cell_classes.png
Scale: 1.5 px per um.
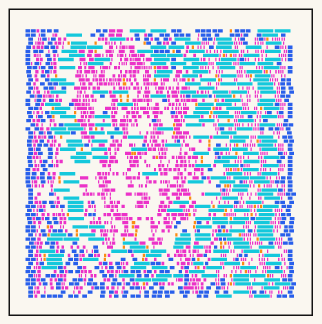
density.png
Scale: 2 px per um. 20 x 20 tiles, from black (low) to pale yellow (high), 0 to 100% covered.
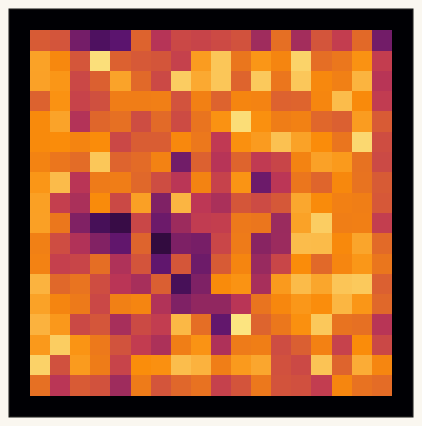
pins.png
Scale: 2 px per um. Pins as bars across the die edge, other pins in grey.
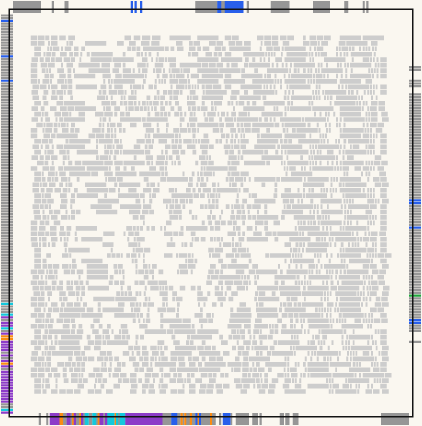
metal_stack.png
Scale: 1.5 px per um.
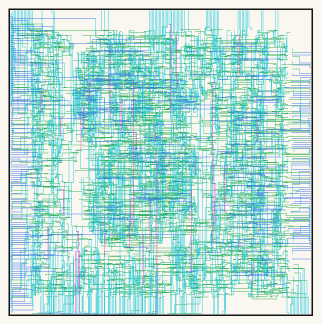
final_clocks.png
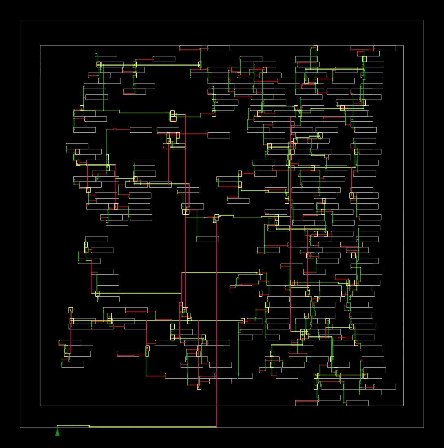
File: src/rtl/dmem_amo_seq.sv
// dmem_amo_seq: round-robin serializer for RV32A AMOs onto one shared dmem port.
// The winning core's read-modify-write runs as one indivisible sequence, and the core gets the old value back.
`ifndef NCORES
`define NCORES 4
`endif
`ifndef DMEM_ADDRW
`define DMEM_ADDRW 14
`endif

module dmem_amo_seq #(
  parameter int NCORES     = `NCORES,
  parameter int DMEM_ADDRW = `DMEM_ADDRW
) (
  input  logic                         clk_i,
  input  logic                         rst_ni,
  input  logic [NCORES-1:0]            req_packed_i,
  input  logic [4*NCORES-1:0]          op_packed_i,
  input  logic [DMEM_ADDRW*NCORES-1:0] addr_packed_i,
  input  logic [32*NCORES-1:0]         wdata_packed_i,
  output logic [32*NCORES-1:0]         rdata_packed_o,
  output logic [NCORES-1:0]            done_packed_o,
  output logic [NCORES-1:0]            stall_packed_o,
  output logic                         mem_re_o,
  output logic                         mem_we_o,
  output logic [DMEM_ADDRW-1:0]        mem_addr_o,
  output logic [31:0]                  mem_wdata_o,
  output logic [3:0]                   mem_wstrb_o,
  input  logic                         mem_gnt_i,
  input  logic [31:0]                  mem_rdata_i,
  output logic                         inval_valid_o,
  output logic [DMEM_ADDRW-1:0]        inval_addr_o,
  output logic                         busy_o
);

  localparam int SELW = (NCORES > 1) ? $clog2(NCORES) : 1;

  localparam logic [3:0] OP_SWAP = 4'd0;
  localparam logic [3:0] OP_ADD  = 4'd1;
  localparam logic [3:0] OP_XOR  = 4'd2;
  localparam logic [3:0] OP_AND  = 4'd3;
  localparam logic [3:0] OP_OR   = 4'd4;
  localparam logic [3:0] OP_MIN  = 4'd5;
  localparam logic [3:0] OP_MAX  = 4'd6;
  localparam logic [3:0] OP_MINU = 4'd7;
  localparam logic [3:0] OP_MAXU = 4'd8;

  typedef enum logic [2:0] {
    S_IDLE,
    S_RD,
    S_RWAIT,
    S_WR,
    S_DONE
  } state_e;

  state_e                state_q, state_d;
  logic [SELW-1:0]       rr_ptr_q, rr_ptr_d;
  logic [SELW-1:0]       sel_q, sel_d;
  logic [3:0]            op_q, op_d;
  logic [DMEM_ADDRW-1:0] addr_q, addr_d;
  logic [31:0]           opnd_q, opnd_d;
  logic [31:0]           old_q, old_d;
  logic [31:0]           new_q, new_d;
  logic [31:0]           rdata_q [NCORES];

  logic [3:0]            op_arr   [NCORES];
  logic [DMEM_ADDRW-1:0] addr_arr [NCORES];
  logic [31:0]           wd_arr   [NCORES];

  logic                  grant_vld;
  logic [SELW-1:0]       win_sel;
  logic                  hi_vld;
  logic [SELW-1:0]       hi_sel;
  logic [SELW-1:0]       lo_sel;

  function automatic logic [31:0] amo_alu(input logic [3:0]  op,
                                          input logic [31:0] mval,
                                          input logic [31:0] opnd);
    logic signed [31:0] ms;
    logic signed [31:0] os;
    logic [31:0]        res;
    ms = mval;
    os = opnd;
    case (op)
      OP_SWAP: res = opnd;
      OP_ADD:  res = mval + opnd;
      OP_XOR:  res = mval ^ opnd;
      OP_AND:  res = mval & opnd;
      OP_OR:   res = mval | opnd;
      OP_MIN:  res = (ms < os) ? mval : opnd;
      OP_MAX:  res = (ms > os) ? mval : opnd;
      OP_MINU: res = (mval < opnd) ? mval : opnd;
      OP_MAXU: res = (mval > opnd) ? mval : opnd;
      default: res = mval;
    endcase
    return res;
  endfunction

  function automatic logic amo_legal(input logic [3:0] op);
    return (op <= OP_MAXU);
  endfunction

  for (genvar g = 0; g < NCORES; g++) begin : g_core
    assign op_arr[g]   = op_packed_i[4*g +: 4];
    assign addr_arr[g] = addr_packed_i[DMEM_ADDRW*g +: DMEM_ADDRW];
    assign wd_arr[g]   = wdata_packed_i[32*g +: 32];
    // Completing core sees its old value in the DONE cycle, before rdata_q updates.
    assign rdata_packed_o[32*g +: 32] =
      (state_q == S_DONE && sel_q == SELW'(g)) ? old_q : rdata_q[g];
  end

  // Round-robin: lowest requester at or above rr_ptr, else lowest requester overall.
  always_comb begin
    grant_vld = 1'b0;
    hi_vld    = 1'b0;
    hi_sel    = '0;
    lo_sel    = '0;
    for (int i = NCORES - 1; i >= 0; i--) begin
      if (req_packed_i[i]) begin
        grant_vld = 1'b1;
        lo_sel    = SELW'(i);
        if (SELW'(i) >= rr_ptr_q) begin
          hi_vld = 1'b1;
          hi_sel = SELW'(i);
        end
      end
    end
    win_sel = hi_vld ? hi_sel : lo_sel;
  end

  always_comb begin
    state_d       = state_q;
    rr_ptr_d      = rr_ptr_q;
    sel_d         = sel_q;
    op_d          = op_q;
    addr_d        = addr_q;
    opnd_d        = opnd_q;
    old_d         = old_q;
    new_d         = new_q;
    mem_re_o      = 1'b0;
    mem_we_o      = 1'b0;
    mem_addr_o    = '0;
    mem_wdata_o   = '0;
    mem_wstrb_o   = 4'h0;
    inval_valid_o = 1'b0;
    inval_addr_o  = '0;
    done_packed_o = '0;
    case (state_q)
      S_IDLE: begin
        if (grant_vld) begin
          sel_d    = win_sel;
          op_d     = op_arr[win_sel];
          addr_d   = addr_arr[win_sel];
          opnd_d   = wd_arr[win_sel];
          rr_ptr_d = (win_sel == SELW'(NCORES - 1)) ? '0 : win_sel + 1'b1;
          state_d  = S_RD;
        end
      end
      S_RD: begin
        mem_re_o   = 1'b1;
        mem_addr_o = addr_q;
        if (mem_gnt_i) state_d = S_RWAIT;
      end
      S_RWAIT: begin
        old_d   = mem_rdata_i;
        new_d   = amo_alu(op_q, mem_rdata_i, opnd_q);
        state_d = amo_legal(op_q) ? S_WR : S_DONE;
      end
      S_WR: begin
        mem_we_o    = 1'b1;
        mem_addr_o  = addr_q;
        mem_wdata_o = new_q;
        mem_wstrb_o = 4'hF;
        if (mem_gnt_i) begin
          inval_valid_o = 1'b1;
          inval_addr_o  = addr_q;
          state_d       = S_DONE;
        end
      end
      S_DONE: begin
        done_packed_o[sel_q] = 1'b1;
        state_d              = S_IDLE;
      end
      default: state_d = S_IDLE;
    endcase
  end

  always_ff @(posedge clk_i) begin
    if (!rst_ni) begin
      state_q  <= S_IDLE;
      rr_ptr_q <= '0;
    end else begin
      state_q  <= state_d;
      rr_ptr_q <= rr_ptr_d;
    end
  end

  // Operation context is only consumed under state qualification, so it carries no reset.
  always_ff @(posedge clk_i) begin
    sel_q  <= sel_d;
    op_q   <= op_d;
    addr_q <= addr_d;
    opnd_q <= opnd_d;
    old_q  <= old_d;
    new_q  <= new_d;
  end

  always_ff @(posedge clk_i) begin
    if (!rst_ni) begin
      for (int i = 0; i < NCORES; i++) rdata_q[i] <= '0;
    end else if (state_q == S_DONE) begin
      rdata_q[sel_q] <= old_q;
    end
  end

  assign stall_packed_o = req_packed_i & ~done_packed_o;
  assign busy_o         = (state_q != S_IDLE);

endmodule
File: config.mk
export PLATFORM = sky130hd
export DESIGN_NAME = dmem_amo_seq
export DESIGN_NICKNAME = d
export VERILOG_FILES = /design/src/rtl/dmem_amo_seq.sv
export SDC_FILE = /design/constraint.sdc
export NUM_CORES = 1
export LEC_CHECK = 0
export CAP_MARGIN = 10
export CORE_AREA = 10 10 191 193
export CTS_BUF_LIST = sky130_fd_sc_hd__clkbuf_2
export CTS_CLUSTER_SIZE = 40
export DETAILED_ROUTE_END_ITERATION = 8
export DIE_AREA = 0 0 201 203
export GPL_TIMING_DRIVEN = 1
export PLACE_DENSITY_LB_ADDON = 0.15
export SYNTH_ARGS = -nofsm -noshare
export SYNTH_HDL_FRONTEND = slang
export SYNTH_SLANG_ARGS = --single-unit
File: constraint.sdc
create_clock -name clk_i -period 7 [get_ports clk_i]
set_input_delay 1.05 -clock clk_i [delete_from_list [all_inputs] [get_ports clk_i]]
set_output_delay 1.05 -clock clk_i [all_outputs]
set_load 0.05 [all_outputs]
==> flow_metrics.env <==
# implementation run metrics
export IMPL_fin_crit_ns=5.51
export IMPL_areaGrowthSynthToFinish_pct=31.8
export IMPL_cp_endpoint="rdata_packed_o[43]"
export IMPL_r2r_slack_ns=2.28
export IMPL_netlist_area_mm2=0.0165
export IMPL_hold_class="reg -> reg"
export IMPL_cts_sinks=249
export IMPL_hpwl_um=43500
export IMPL_cp_required_ns=5.95
export IMPL_ys_flop_type="edfxtp_1"
export IMPL_synth_area_per_cell_um2=8.54
export IMPL_final_setup_tns_ns=0
export IMPL_drtIter0Drc=1431
export IMPL_ios=443
export IMPL_timing_rr_end="new_q[23]$_DFFE_PP_"
export IMPL_post_cts_buffers=0
export IMPL_overflow=0
export IMPL_dp_slack_ns=1.06
export IMPL_cts_resized=0
export IMPL_power_leakage_nw=9.42
export IMPL_worstPathMaxFanout=45
export IMPL_postLayoutSetupSlackWorst_ns=1.49
export IMPL_numCtsBuffers=66
export IMPL_grt_pass1_wl_um=89000
export IMPL_syn_nets=2262
export IMPL_seq_area_mm2=0.00743
export IMPL_comb_area_mm2=0.00815
export IMPL_grt_max_degree=102
export IMPL_min_delay_start="rr_ptr_q[0]$_SDFFE_PN0P_"
export IMPL_ir_drop_mv=0.113
export IMPL_cts_max_level=3
export IMPL_edf_count=244
export IMPL_r2r_worst_path_cells=12
export IMPL_p_per_area_mw_per_mm2=263
export IMPL_synth_distinct_cells=68
export IMPL_maxCapViolations=0
export IMPL_warnings=96
export IMPL_rsz0062_at_grt="false"
export IMPL_setup_viol=0
export IMPL_clock_fmax_mhz=182
export IMPL_worstPathCellList="buf_4, nor2_1, and2_1, nand2_1, or2_2, clkinv_1, buf_4, nand2_1, nand2_1, clkdlybuf4s50_1"
export IMPL_yosysChipArea_mm2=0.0165
export IMPL_drc=0
export IMPL_chip_area_mm2=0.0408
export IMPL_ys_cells=1926
export IMPL_slowest_stage="clkdlybuf4s50_1"
export IMPL_timing_final_crit_share=0.787
export IMPL_nFillCells=2730
export IMPL_path_class="reg -> out"
export IMPL_cts_tree="done"
export IMPL_ys_seq_share=0.451
export IMPL_root_buffer="clkbuf_2"
export IMPL_crit_path_start="state_q[1]$_SDFFE_PN0P_"
export IMPL_yosysWarnings=0
export IMPL_final_net_count=2667
export IMPL_status="finished clean"
export IMPL_cp_end_kind="output pin"
export IMPL_dpl_cell_area_mm2=0.0212
export IMPL_path_common_cell="nand2_1"
export IMPL_cp_slowest_stage_delay_ns=0.72
export IMPL_startpoint_type="register"
export IMPL_ant_nets=0
export IMPL_async_reset_ff_frac=0
export IMPL_maxSlewViolCount=0
export IMPL_antenna_found_initial=5
export IMPL_synthCells=1926
export IMPL_clk_pin_slew_worst_paths_ns=0.09
export IMPL_worst_pin_slew_ns=1.13
export IMPL_worstPathArrival_ns=4.46
export IMPL_hold_buffers=0
export IMPL_hold_viol_final=0
export IMPL_r2r_start="opnd_q[25]$_DFFE_PP_"
export IMPL_routabilityCongestion=0.934
export IMPL_grt_pass1_vias=15500
export IMPL_drive_above_1_share=0.0613
export IMPL_worst_skew_pair_late_latency_ns=0.90
export IMPL_first_pass_iters=8
export IMPL_ys_ff=249
export IMPL_cts_buffer_depth=3
export IMPL_relSlewSlack=0.248
export IMPL_via_per_inst=5.63
Notes on cell_classes.png above:
Key: all other logic = magenta [cells 1546]; other buffers and delay cells = blue [cells 468]; clock drivers and dummy loads = orange [cells 103]; flip-flops = cyan [cells 249]
Final Util: 0.668
flop share of the area: 0.342
final instance area: 0.0217 mm^2
# rows: 66

Notes on density.png above:
The fullest tile reaches 94%. The mean over all tiles is 52%. 19% of the tiles are nearly empty. 19% of the tiles are over 75% full.
Core ar.: 0.0325 mm^2
FP Core Util: 0.507

Notes on pins.png above:
Key: op_packed_i = cyan [pins 16, direction input, edge 12 bottom, 4 left]; addr_packed_i = purple [pins 56, direction input, edge 32 bottom, 24 left]; rst_ni = green [pins 1, direction input, edge right]; inval_addr_o = orange [pins 14, direction output, edge 11 bottom, 3 left]; mem_wdata_o = blue [pins 32, direction output, edge 15 top, 9 bottom, 5 right, 3 left]
PortBufs: 442
Die Wd: 201 um
die y size: 203 um

Notes on metal_stack.png above:
Key: met3 = blue [wire length 5950 um]; met2 = cyan [wire length 28.3 mm]; met1 = green [wire length 23.0 mm]; met4 = magenta [wire length 1010 um]
Total Routing Usage GR: 0.273
Vias: 15800
DR WL/cell: 20.7 um
final wirelength: 58300 um

Notes on final_clocks.png above:
Worst Skew: 0.0603 ns
sequential cell count: 249

==> worst min path at each step <==
stage | end | slack (ns) | depth (start not counted)
final | rr_ptr_q[0]$_SDFFE_PN0P_ | 0.56 | 1
after detailed placement | rr_ptr_q[0]$_SDFFE_PN0P_ | 0.54 | 1
after CTS | rr_ptr_q[0]$_SDFFE_PN0P_ | 0.56 | 1
after global routing | rr_ptr_q[0]$_SDFFE_PN0P_ | 0.58 | 1
after global placement | rr_ptr_q[0]$_SDFFE_PN0P_ | 0.51 | 1
after floorplan | rr_ptr_q[0]$_SDFFE_PN0P_ | 0.49 | 1
==> worst max-delay path: cells and delay by family (launching register included) <==
kind                   cells  cell delay, ns
DFF                        1            0.32
buffers and inverters      4            1.97
and+or+nand+nor            6            1.27
==> final cells by class <==
type	instances	share of cell area
diodes	4	0.000461
clock buffers	92	0.0212
clock inverters	11	0.00231
inverters	113	0.0196
multi-input cells	1433	0.376
flip-flops and latches	249	0.342
well taps	442	0.0255
repair buffers	468	0.213
==> metrics by stage <==
step | instances | hold slack [ns] | total power [mW]
finish | 2812 | 0.561 | 5.70
global route | 2812 | 0.576 | 6.03
CTS | 2808 | 0.558 | 5.68
detailed placement | 2705 | 0.535 | 4.74
global placement | 2705 | 0.515 | 4.69
floorplan | 1926 | 0.494 | 3.88
==> registers in the layout, summed over array words and instances, names as in the netlist, 3 cells and up <==
name	flops
addr_q	14
new_q	32
old_q	32
op_q	4
opnd_q	32
rdata_q	128
state_q	3
==> synthesized netlist by cell type (all sizes together), types with 23 or more instances <==
| cell | n | area share |
|---|---|---|
| nand2 | 596 | 0.14 |
| edfxtp | 244 | 0.45 |
| nor2 | 129 | 0.029 |
| inv | 113 | 0.026 |
| clkbuf | 108 | 0.025 |
| ha | 96 | 0.073 |
| and2 | 92 | 0.035 |
| and3 | 64 | 0.024 |
| a21oi | 57 | 0.018 |
| a31oi | 57 | 0.022 |
| a211oi | 56 | 0.026 |
| o21ai | 56 | 0.017 |
| a21o | 27 | 0.012 |
| a221oi | 23 | 0.013 |
| buf | 23 | 0.0071 |
==> layout by cell type (no fill, tap or decap), types with 10 or more instances in the layout <==
master / count
nand2_1: 596
a21o_1: 27
xnor2_1: 10
nor2b_1: 10
a221o_1: 12
clkbuf_2: 92
inv_1: 111
clkdlybuf4s50_1: 442
and2_1: 91
and3_1: 64
buf_4: 26
o211ai_1: 10
a22oi_1: 12
ha_1: 96
a211oi_1: 56
edfxtp_1: 244
nor2_1: 128
a21oi_1: 56
o21ai_0: 54
nand3_1: 13
a221oi_1: 20
a31oi_1: 56
==> kinds of logic after synthesis <==
| family | synth area share |
|---|---|
| xor+xnor | 0.00692 |
| fa+ha+maj | 0.0742 |
| buf+inv | 0.0575 |
| simple gates | 0.250 |
| flops | 0.451 |
| mux | 0.00373 |
| compound gates | 0.156 |
==> metal layers <==
metal | global-route usage | up-vias | part of all wire
li1 | - | 7498 | -
met1 | 0.334 | 7439 | 0.40
met2 | 0.461 | 819 | 0.49
met3 | 0.0702 | 73 | 0.10
met4 | 0.0879 | 0 | 0.017
met5 | 0 | - | 0
==> report_power, final <==
part           switching (mW)  internal [mW]
clock network           0.597          0.346
logic                    1.64          0.962
registers               0.202           1.95
No activity file was given, so power comes from the tool's default toggle rates.
